==> run_1/closeup.png <==
Region (16, 103) to (41, 128) um. Cells in grey, sequential cells in the stronger grey; small squares are vias.
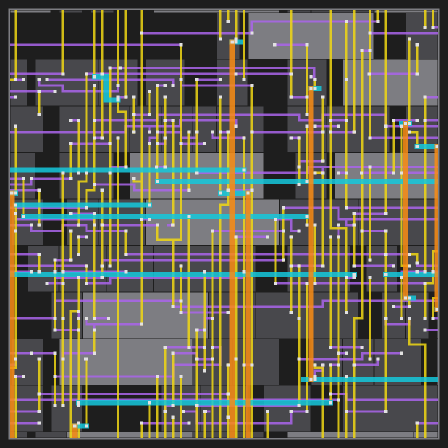
==> run_1/class_map.png <==
(2 px per um)
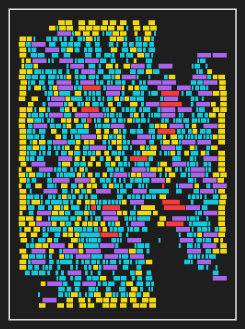
==> run_1/congestion_map.png <==
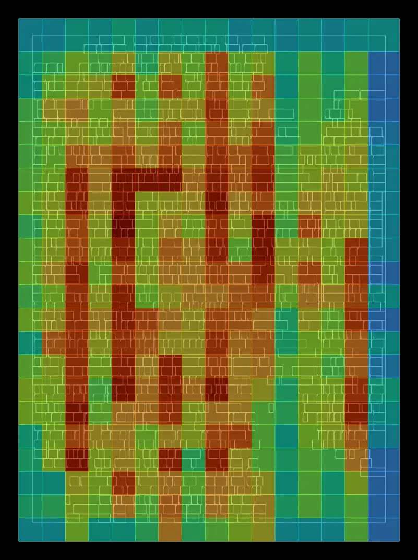
==> run_1/sizing.png <==
(2 px per um)
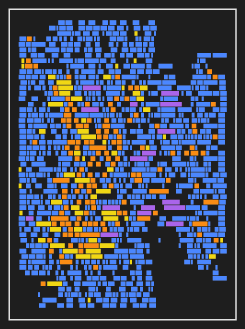
### src/rtl/pc_fetch_unit_pkg.sv
// Shared types and defaults for the fetch front end: FSM states, redirect sources,
// and the default width/reset-vector constants.
package pc_fetch_unit_pkg;

    localparam int          DEF_XLEN      = 32;
    localparam logic [31:0] DEF_RESET_VEC = 32'h0000_0000;

    typedef enum logic [1:0] {
        S_HOLD  = 2'd0,
        S_FETCH = 2'd1,
        S_STALL = 2'd2
    } fetch_state_t;

    typedef enum logic [1:0] {
        SRC_NONE = 2'd0,
        SRC_BR   = 2'd1,
        SRC_JMP  = 2'd2,
        SRC_TRAP = 2'd3
    } redir_src_t;

endpackage

### src/rtl/pc_redirect_arb.sv
// Redirect priority select (trap > jump > branch) with target alignment, plus the
// pending-redirect register that holds a redirect raised while a request waits for ready.
// PC_MISALIGN_TRAP_EN: misaligned targets become TRAP_VEC instead of being truncated.
module pc_redirect_arb
    import pc_fetch_unit_pkg::*;
#(
    parameter int XLEN = DEF_XLEN
`ifdef PC_MISALIGN_TRAP_EN
    ,
    parameter logic [XLEN-1:0] TRAP_VEC = 'h10
`endif
) (
    input  logic            i_clk,
    input  logic            i_rst,
    input  logic            i_trap_en,
    input  logic [XLEN-1:0] i_trap_target,
    input  logic            i_jump_en,
    input  logic [XLEN-1:0] i_jump_target,
    input  logic            i_branch_en,
    input  logic [XLEN-1:0] i_branch_target,
    input  logic            i_capture,
    input  logic            i_clear,
    output logic            o_sel_valid,
    output logic [XLEN-1:0] o_sel_target,
    output logic            o_sel_misalign,
    output logic            o_pend_valid,
    output logic [XLEN-1:0] o_pend_target,
    output logic            o_pend_misalign
);

    redir_src_t      sel_src;
    logic [XLEN-1:0] raw_target;
    redir_src_t      pend_src;
    logic [XLEN-1:0] pend_target;
    logic            pend_misalign;

    always_comb begin
        sel_src    = SRC_NONE;
        raw_target = '0;
        if (i_trap_en) begin
            sel_src    = SRC_TRAP;
            raw_target = i_trap_target;
        end else if (i_jump_en) begin
            sel_src    = SRC_JMP;
            raw_target = i_jump_target;
        end else if (i_branch_en) begin
            sel_src    = SRC_BR;
            raw_target = i_branch_target;
        end
    end

    always_comb begin
        o_sel_valid = (sel_src != SRC_NONE);
`ifdef PC_MISALIGN_TRAP_EN
        o_sel_misalign = o_sel_valid && (raw_target[1:0] != 2'b00);
        o_sel_target   = o_sel_misalign ? TRAP_VEC : raw_target;
`else
        o_sel_misalign = 1'b0;
        o_sel_target   = raw_target & ~XLEN'(3);
`endif
    end

    // A buffered trap is never displaced by a later jump or branch.
    always_ff @(posedge i_clk) begin
        if (i_rst || i_clear) begin
            pend_src      <= SRC_NONE;
            pend_target   <= '0;
            pend_misalign <= 1'b0;
        end else if (i_capture && o_sel_valid &&
                     !(pend_src == SRC_TRAP && sel_src != SRC_TRAP)) begin
            pend_src      <= sel_src;
            pend_target   <= o_sel_target;
            pend_misalign <= o_sel_misalign;
        end
    end

    assign o_pend_valid    = (pend_src != SRC_NONE);
    assign o_pend_target   = pend_target;
    assign o_pend_misalign = pend_misalign;

endmodule

### src/rtl/pc_fetch_unit.sv
// Fetch PC register, hold/fetch/stall sequencer and accepted-fetch counter.
// PC_MISALIGN_TRAP_EN selects trapping on misaligned redirect targets.
module pc_fetch_unit
    import pc_fetch_unit_pkg::*;
#(
    parameter int              XLEN      = DEF_XLEN,
    parameter logic [XLEN-1:0] RESET_VEC = XLEN'(DEF_RESET_VEC),
    parameter int              INCR      = 4,
    parameter int              RST_HOLD  = 2
`ifdef PC_MISALIGN_TRAP_EN
    ,
    parameter logic [XLEN-1:0] TRAP_VEC  = 'h10
`endif
) (
    input  logic            i_clk,
    input  logic            i_rst,
    input  logic            i_stall,
    input  logic            i_trap_en,
    input  logic [XLEN-1:0] i_trap_target,
    input  logic            i_jump_en,
    input  logic [XLEN-1:0] i_jump_target,
    input  logic            i_branch_en,
    input  logic [XLEN-1:0] i_branch_target,
    input  logic            i_imem_ready,
    output logic            o_imem_req,
    output logic [XLEN-1:0] o_pc,
    output logic [XLEN-1:0] o_pc_plus,
    output logic            o_squash,
    output logic [XLEN-1:0] o_fetch_count,
    output logic            o_misalign
);

    localparam int               HW        = (RST_HOLD > 1) ? $clog2(RST_HOLD) : 1;
    localparam logic [HW-1:0]    HOLD_INIT = HW'(RST_HOLD - 1);

    fetch_state_t    state, next_state;
    logic [HW-1:0]   hold_cnt;
    logic            fetch_req;
    logic            accept;
    logic            sel_valid, sel_misalign;
    logic [XLEN-1:0] sel_target;
    logic            pend_valid, pend_misalign;
    logic [XLEN-1:0] pend_target;
    logic            misalign_q;

    pc_redirect_arb #(
        .XLEN(XLEN)
`ifdef PC_MISALIGN_TRAP_EN
        ,
        .TRAP_VEC(TRAP_VEC)
`endif
    ) u_arb (
        .i_clk           (i_clk),
        .i_rst           (i_rst),
        .i_trap_en       (i_trap_en),
        .i_trap_target   (i_trap_target),
        .i_jump_en       (i_jump_en),
        .i_jump_target   (i_jump_target),
        .i_branch_en     (i_branch_en),
        .i_branch_target (i_branch_target),
        .i_capture       (o_imem_req && !i_imem_ready),
        .i_clear         (accept),
        .o_sel_valid     (sel_valid),
        .o_sel_target    (sel_target),
        .o_sel_misalign  (sel_misalign),
        .o_pend_valid    (pend_valid),
        .o_pend_target   (pend_target),
        .o_pend_misalign (pend_misalign)
    );

    always_ff @(posedge i_clk) begin
        if (i_rst) begin
            state    <= S_HOLD;
            hold_cnt <= HOLD_INIT;
        end else begin
            state <= next_state;
            if (state == S_HOLD && hold_cnt != '0)
                hold_cnt <= hold_cnt - 1'b1;
        end
    end

    // Valid/ready: once o_imem_req is high it stays high, with o_pc unchanged,
    // until the cycle i_imem_ready is also high; that cycle is the accept.
    always_comb begin
        next_state = state;
        fetch_req  = 1'b0;
        case (state)
            S_HOLD:  if (hold_cnt == '0) next_state = S_FETCH;
            S_FETCH: begin
                fetch_req = 1'b1;
                if (i_stall && i_imem_ready) next_state = S_STALL;
            end
            S_STALL: if (!i_stall) next_state = S_FETCH;
            default: next_state = S_HOLD;
        endcase
    end

    assign o_imem_req = fetch_req && !i_rst;
    assign accept     = o_imem_req && i_imem_ready;
    assign o_squash   = accept && pend_valid;
    assign o_pc_plus  = o_pc + XLEN'(INCR);

    always_ff @(posedge i_clk) begin
        if (i_rst) begin
            o_pc          <= RESET_VEC;
            o_fetch_count <= '0;
            misalign_q    <= 1'b0;
        end else begin
            misalign_q <= 1'b0;
            if (accept) begin
                o_fetch_count <= o_fetch_count + XLEN'(1);
                if (sel_valid) begin
                    o_pc       <= sel_target;
                    misalign_q <= sel_misalign;
                end else if (pend_valid) begin
                    o_pc       <= pend_target;
                    misalign_q <= pend_misalign;
                end else begin
                    o_pc <= o_pc_plus;
                end
            end else if (!o_imem_req && sel_valid) begin
                o_pc       <= sel_target;
                misalign_q <= sel_misalign;
            end
        end
    end

    assign o_misalign = misalign_q;

endmodule

### config.mk
export PLATFORM = sky130hd
export DESIGN_NAME = pc_fetch_unit
export DESIGN_NICKNAME = d
export VERILOG_FILES = /design/src/rtl/pc_fetch_unit_pkg.sv /design/src/rtl/pc_redirect_arb.sv /design/src/rtl/pc_fetch_unit.sv
export SDC_FILE = /design/constraint.sdc
export NUM_CORES = 1
export LEC_CHECK = 0
export CORE_ASPECT_RATIO = 1.4
export CORE_MARGIN = 4
export CORE_UTILIZATION = 43
export DETAILED_ROUTE_END_ITERATION = 6
export HOLD_SLACK_MARGIN = 0.06
export PLACE_DENSITY = 0.77
export REMOVE_ABC_BUFFERS = 1
export SYNTH_ARGS = -nofsm -noshare
export SYNTH_HDL_FRONTEND = slang
export SYNTH_HIERARCHICAL = 1
export SYNTH_SLANG_ARGS = --single-unit
### constraint.sdc
create_clock -name i_clk -period 2.2 [get_ports i_clk]
set_input_delay 0.22 -clock i_clk [delete_from_list [all_inputs] [get_ports i_clk]]
set_output_delay 0.22 -clock i_clk [all_outputs]
set_load 0.01 [all_outputs]
==> flow_summary.yaml, run 1 <==
# generated from flow reports
final_timing:
  worstMarginPinSlew_ns: 0.636
  hold_viol: 0
  whs_ns: 0.209
synthesis:
  topCellsByArea: "dfxtp_1 (30%), a21oi_1 (5.8%), mux2i_1 (5.3%), xnor2_1 (4.8%), a221o_1 (4.4%)"
  ys_sh_aoi_pct: 23.6
floorplanning:
  fp_util_pct: 43.8
worst_setup_path:
  critPathLaunchType: "register"
  timing.rr.start: "state[1]"
  crit_path_end: "o_pc_plus[18]"
  worst-path-stages: 6
  cp_cell_sequence: "and4_4, and4_1, buf_4, nand3_1, xnor2_2, clkdlybuf4s15_1"
  cp_num_buf_inv: 2
  reg2regPathDepth: 8
min_path:
  holdPathEnd: "o_pc[3]"
run_status:
  outcome: "finished clean"
pwr:
  p_int_mw: 3.62
  power_clock_mw: 1.67
layout:
  drive_gt1_share_pct: 19.2
  final_cells: 1276
  comb-cell-share_pct: 43.1
  nets: 1185
  design_area_sq_mm: 0.00976
  logic_gate_count: 611
clock_network:
  cts_buffers: 9
place:
  dp_hpwl_um: 16600
About closeup.png:
M4: in orange. M1: in purple. M3: in cyan. M2: in yellow.
56 logic cells have their middle in the window. Sequential cells in the window: 7. Most frequent: a21oi_1 (8), buf_4 (8). Netlist names of flops here include o_pc (5), u_arb/o_pend_target (2).

About class_map.png:
remaining buffers and delay cells: in yellow, cells 313, share of their area 29%. registers: in purple, cells 100, share of their area 21%. remaining logic cells: in cyan, cells 656, share of their area 46%. clock drivers and dummy loads: in red, cells 15, share of their area 3.2%.
Seq area share: 20.8%
# rows: 53

About congestion_map.png:
GR Util met1: 28.3%
busiest grt layer: met2
Wirelength per Cell: 17.6 um
met2 usage: 43.5%

About sizing.png:
x6 and larger: in purple, cells 16. x3 and x4: in orange, cells 135. x1 and smaller: in blue, cells 876. x2: in yellow, cells 57.
slack of the critical path: 0.0369 ns
P&R area growth vs syn: 47.9%

[run 1: layout by cell type (no fill, tap or decap), drive strengths merged, types with 15 or more instances in the layout]
cell,netlist,final
nor2,44,44
xnor2,36,36
nand3,34,34
mux2i,35,35
clkdlybuf4s50,0,165
inv,44,44
xor2,19,19
o21ai,41,41
clkbuf,33,15
buf,39,128
nor3,16,16
a21oi,77,77
dfxtp,100,100
nand2,66,66
nand3b,29,29
nand4,21,21
a221o,29,29
a22oi,30,30
[run 1: metal layers]
metal	GRT usage [%]	share of wire, %	up-vias
li1	-	-	3507
met3	4.58	6.8	47
met2	43.5	51	287
met5	0	0	-
met1	28.3	40	3517
met4	8.30	2.6	0
## Run 2: what changed since run 1
- CTS_CLUSTER_DIAMETER: unset -> 40
==> run_2/closeup.png <==
Region (16, 103) to (41, 128) um. Cells in grey, sequential cells in the stronger grey; small squares are vias.
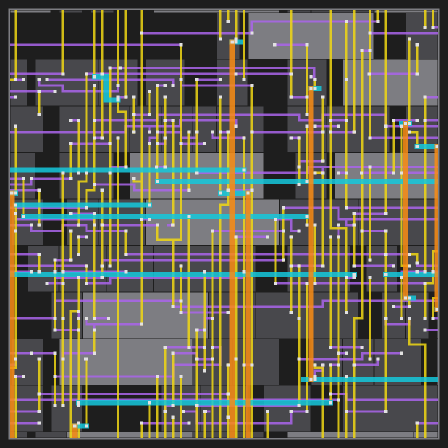

==> flow_summary.yaml, run 2 <==
# generated from flow reports
drt:
  wl_met3_um: 1530
  wl_per_cell_um: 17.6
  wl_met1_um: 8870
  met2WireLength_um: 11400
layout:
  nets: 1185
  seq_share_pct: 20.8
  final_cells: 1276
  comb-cell-share_pct: 43.1
  lay_top_count: "clkdlybuf4s50_1"
  drive_gt1_share_pct: 19.2
  logic_gate_count: 611
  layout_top_cells: "clkdlybuf4s50_1 (165), buf_4 (114), dfxtp_1 (83)"
worst_setup_path:
  worst-path-stages: 6
  cp_cell_sequence: "and4_4, and4_1, buf_4, nand3_1, xnor2_2, clkdlybuf4s15_1"
  timing.rr.start: "state[1]"
global_routing:
  grt_util_met2_pct: 43.5
  grt.busiest_layer: "met2"
  use_met3_pct: 4.58
floorplanning:
  rows: 53
  fp_util_pct: 43.8
final_timing:
  worstMarginPinSlew_ns: 0.636
  hold_viol: 0
  whs_ns: 0.209
run_status:
  outcome: "finished clean"
min_path:
  holdPathEnd: "o_pc[3]"
==> run_2/class_map.png <==
(2 px per um)
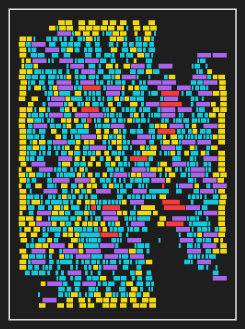
remaining logic cells: in cyan, cells 656, share of their area 46%. registers: in purple, cells 100, share of their area 21%. remaining buffers and delay cells: in yellow, cells 313, share of their area 29%. clock drivers and dummy loads: in red, cells 15, share of their area 3.2%.
Design Area, Final: 0.00976 sq mm
final cell utilization of the core: 64.8%
CORE AREA: 0.0151 sq mm

[run 2: cell counts after synthesis]
No cell type changed its count.
[run 2: worst max-delay path by stage]
stage | start | to | slack, ns
CTS | o_pc[8] | o_pc_plus[24] | 0.002
floorplan | state[0] | u_arb/o_pend_target[10] | -0.55
detailed placement | i_branch_en | o_pc[17] | -0.31
global placement | i_branch_en | o_pc[17] | -0.27
global route | o_pc[4] | o_pc_plus[16] | -0.02
finish | o_pc[4] | o_pc_plus[18] | 0.04
[run 2: where the power goes]
group | total [mW] | switching (mW) | internal (mW)
sequential | 1.98 | 0.0751 | 1.90
combinational | 1.41 | 0.684 | 0.728
clock | 1.67 | 0.681 | 0.992
[run 2: what timing repair did]
action                                  in CTS  in global routing
pin swaps                                    9                  7
resized                                     76                 38
endpoints found under the setup margin      28                 18
setup buffers                                5                  3
Power is estimated from default activity; no workload was simulated.
